## src/rtl/fetch_stage_pkg.sv

```systemverilog
// Shared definitions for the instruction-fetch stage: FSM encoding, reset
// defaults and the queue entry layout.
package fetch_stage_pkg;

  typedef enum logic [1:0] {
    ST_IDLE = 2'd0,
    ST_REQ  = 2'd1,
    ST_WAIT = 2'd2,
    ST_DROP = 2'd3
  } fetch_state_e;

  localparam logic [31:0] RESET_PC_DEFAULT = 32'h0;
  localparam logic [31:0] NOP_WORD         = 32'h0;

  typedef struct packed {
    logic [31:0] inst;
    logic [31:0] pc;
  } fetch_entry_t;

endpackage

```

## src/rtl/fetch_queue.sv

```systemverilog
// Circular FIFO of fetched {instruction, pc} pairs toward decode.
// A flush empties it in one cycle and overrides any push or pop.
module fetch_queue
  import fetch_stage_pkg::*;
#(
  parameter int  DEPTH = 2,
  localparam int PTR_W = $clog2(DEPTH),
  localparam int CNT_W = $clog2(DEPTH + 1)
) (
  input  logic             clk,
  input  logic             rst_n,
  input  logic             flush_i,
  input  logic             push_i,
  input  fetch_entry_t     push_data_i,
  input  logic             pop_i,
  output fetch_entry_t     head_o,
  output logic             head_valid_o,
  output logic [CNT_W-1:0] count_o
);

  fetch_entry_t     mem_q [DEPTH];
  logic [PTR_W-1:0] rd_ptr_q;
  logic [PTR_W-1:0] wr_ptr_q;
  logic [CNT_W-1:0] count_q;
  logic             do_push;
  logic             do_pop;

  assign do_push = push_i && !flush_i;
  assign do_pop  = pop_i && !flush_i && (count_q != '0);

  // NOTE: state registers use non-blocking assignments so every flop samples
  // pre-edge values, independent of process evaluation order.
  always_ff @(posedge clk or negedge rst_n) begin
    if (!rst_n) begin
      rd_ptr_q <= '0;
      wr_ptr_q <= '0;
      count_q  <= '0;
    end else if (flush_i) begin
      // Leaving rd_ptr in place keeps the stale head visible while empty.
      wr_ptr_q <= rd_ptr_q;
      count_q  <= '0;
    end else begin
      if (do_push) wr_ptr_q <= wr_ptr_q + PTR_W'(1);
      if (do_pop)  rd_ptr_q <= rd_ptr_q + PTR_W'(1);
      count_q <= count_q + CNT_W'(do_push) - CNT_W'(do_pop);
    end
  end

  // NOTE: storage is reset here only because inst/inst_pc must read zero out
  // of reset; a deep FIFO would normally leave its array unreset.
  always_ff @(posedge clk or negedge rst_n) begin
    if (!rst_n) begin
      for (int i = 0; i < DEPTH; i++) mem_q[i] <= '{inst: NOP_WORD, pc: '0};
    end else if (do_push) begin
      mem_q[wr_ptr_q] <= push_data_i;
    end
  end

  assign head_o       = mem_q[rd_ptr_q];
  assign head_valid_o = (count_q != '0);
  assign count_o      = count_q;

endmodule

```

## src/rtl/fetch_stage.sv

```systemverilog
// Instruction-fetch stage: PC register, single-outstanding imem requester with
// credit-based flow control, redirect handling and the decode-facing queue.
module fetch_stage
  import fetch_stage_pkg::*;
#(
  parameter logic [31:0] RESET_PC = RESET_PC_DEFAULT,
  parameter int          ADDR_W   = 11,
  parameter int          DEPTH    = 2
) (
  input  logic              clk,
  input  logic              rst_n,
  input  logic              redirect_valid,
  input  logic [31:0]       redirect_pc,
  output logic              imem_req,
  output logic [ADDR_W-1:0] imem_addr,
  input  logic              imem_ack,
  input  logic              imem_rvalid,
  input  logic [31:0]       imem_rdata,
  output logic              inst_valid,
  input  logic              inst_ready,
  output logic [31:0]       inst,
  output logic [31:0]       inst_pc
);

  localparam int               CNT_W   = $clog2(DEPTH + 1);
  localparam logic [CNT_W:0]   DEPTH_C = (CNT_W + 1)'(DEPTH);

  fetch_state_e     state_q, state_d;
  logic [31:0]      pc_q, pc_d;
  logic [31:0]      req_pc_q, req_pc_d;
  logic [CNT_W-1:0] q_count;
  logic [CNT_W:0]   occ_after_pop;
  logic             push;
  logic             pop;
  fetch_entry_t     push_entry;
  fetch_entry_t     head;

  assign pop           = inst_valid && inst_ready;
  assign occ_after_pop = {1'b0, q_count} - (CNT_W + 1)'(pop);

  // NOTE: every always_comb output gets a default before the case so no path
  // leaves a signal unassigned and no latch is inferred.
  always_comb begin
    state_d  = state_q;
    pc_d     = pc_q;
    req_pc_d = req_pc_q;
    push     = 1'b0;
    unique case (state_q)
      ST_IDLE: begin
        if (redirect_valid) begin
          pc_d    = redirect_pc;
          state_d = ST_REQ;
        end else if ({1'b0, q_count} < DEPTH_C) begin
          state_d = ST_REQ;
        end
      end
      ST_REQ: begin
        if (redirect_valid) begin
          pc_d    = redirect_pc;
          state_d = imem_ack ? ST_DROP : ST_REQ;
        end else if (imem_ack) begin
          req_pc_d = pc_q;
          pc_d     = pc_q + 32'd1;
          state_d  = ST_WAIT;
        end
      end
      ST_WAIT: begin
        if (redirect_valid) begin
          pc_d    = redirect_pc;
          state_d = imem_rvalid ? ST_REQ : ST_DROP;
        end else if (imem_rvalid) begin
          push    = 1'b1;
          state_d = (occ_after_pop + 1'b1 < DEPTH_C) ? ST_REQ : ST_IDLE;
        end
      end
      ST_DROP: begin
        // A redirect coinciding with the wrong-path return must not strand the
        // FSM waiting for data that has already arrived.
        if (redirect_valid) begin
          pc_d    = redirect_pc;
          state_d = imem_rvalid ? ST_REQ : ST_DROP;
        end else if (imem_rvalid) begin
          state_d = (occ_after_pop < DEPTH_C) ? ST_REQ : ST_IDLE;
        end
      end
      default: state_d = ST_IDLE;
    endcase
  end

  always_ff @(posedge clk or negedge rst_n) begin
    if (!rst_n) begin
      state_q  <= ST_IDLE;
      pc_q     <= RESET_PC;
      req_pc_q <= '0;
    end else begin
      state_q  <= state_d;
      pc_q     <= pc_d;
      req_pc_q <= req_pc_d;
    end
  end

  assign imem_req   = (state_q == ST_REQ);
  assign imem_addr  = pc_q[ADDR_W-1:0];
  assign push_entry = '{inst: imem_rdata, pc: req_pc_q};

  fetch_queue #(
    .DEPTH(DEPTH)
  ) u_queue (
    .clk         (clk),
    .rst_n       (rst_n),
    .flush_i     (redirect_valid),
    .push_i      (push),
    .push_data_i (push_entry),
    .pop_i       (pop),
    .head_o      (head),
    .head_valid_o(inst_valid),
    .count_o     (q_count)
  );

  assign inst    = head.inst;
  assign inst_pc = head.pc;

endmodule

```

## config.mk

```make
export PLATFORM = sky130hd
export DESIGN_NAME = fetch_stage
export DESIGN_NICKNAME = d
export VERILOG_FILES = /design/src/rtl/fetch_stage_pkg.sv /design/src/rtl/fetch_queue.sv /design/src/rtl/fetch_stage.sv
export SDC_FILE = /design/constraint.sdc
export NUM_CORES = 1
export LEC_CHECK = 0
export ABC_CLOCK_PERIOD_IN_PS = 2000
export CORE_MARGIN = 4
export CORE_UTILIZATION = 49
export DETAILED_ROUTE_END_ITERATION = 7
export GPL_ROUTABILITY_DRIVEN = 0
export PLACE_DENSITY = 0.8
export SKIP_LAST_GASP = 1
export SYNTH_ARGS = -nofsm -noshare
export SYNTH_HDL_FRONTEND = slang
export SYNTH_SLANG_ARGS = --single-unit
```

## constraint.sdc

```tcl
create_clock -name clk -period 2 [get_ports clk]
set_input_delay 0.2 -clock clk [delete_from_list [all_inputs] [get_ports clk]]
set_output_delay 0.2 -clock clk [all_outputs]
set_load 0.01 [all_outputs]
```

Fig. 1: clock wires, drivers and flops
Bar = 50 um.
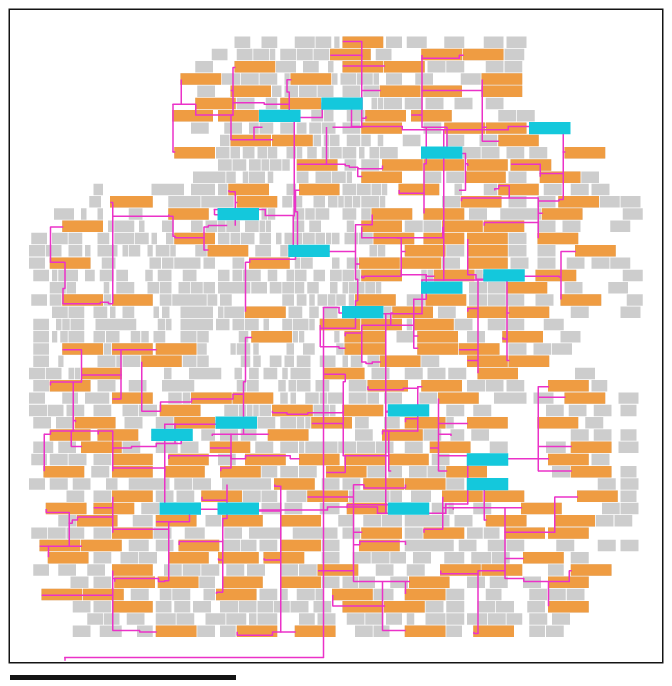
- clock wires: magenta (length 2230 um)
- flip-flops: orange (count 198)
- clock-net drivers: cyan (count 17)
- routed clock nets: 18

Fig. 2: ports around the boundary
Pins as bars across the die edge, other pins in grey.
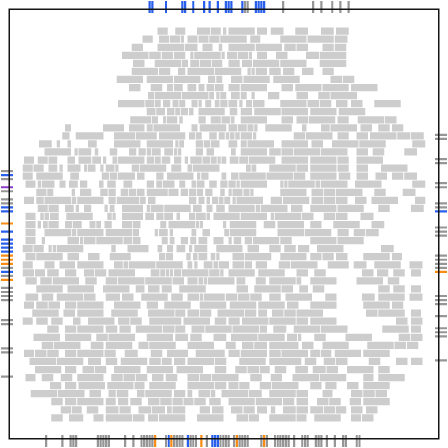
- redirect_valid: purple (pins 1; direction input; edge left)
- redirect_pc: blue (pins 32; direction input; edge 17 top, 9 left, 5 bottom, 1 right)
- imem_addr: orange (pins 11; direction output; edge 5 left, 5 bottom, 1 right)

==> run summary <==
flow finished, numbers: warnings from Yosys 0, Finished Layout Cells 1123, Vias/cell 5.61, number of flip-flops under the largest register name 128, Comb gates roughly 440, Worst setup EP type output pin, GRT Max-Usage Layer met2, RR Startpoint pc_q[1], crit path buf inv count 4, met3 Usage GRT under 10%, MI comb area 3930 um2, DR DRC count 0, Synth flops slightly below 200, failing checks negative setup slack, total congestion overflow 0, Slew Limit Fails 0, Post-Layout Inst Area 12100 um2, flop2flop setup slack 0.09 ns, RSZ-0062 raised after global routing yes, Final setup viols 1, status finished, violations left, Worst Skew around 0.0075 ns, Post-DP Area 11200 um2, setup ws final -0.0628 ns, worst-case hold slack between 0.2 and 0.3 ns, P per Cell Area 1250 nW/um2
Fig. 3: signal wires by layer
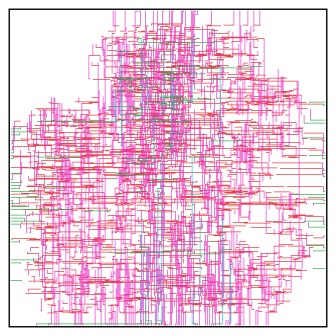
- M1: red (wire length 9480 um)
- M3: green (wire length 972 um)
- M4: cyan (wire length 669 um)
- M2: magenta (wire length 10600 um)
Post-Route WL: 21800 um
routed via count: 6296
total track usage: 21.4%
Routed WL per cell: 19.4 um

Power and IR drop assume default switching activity.
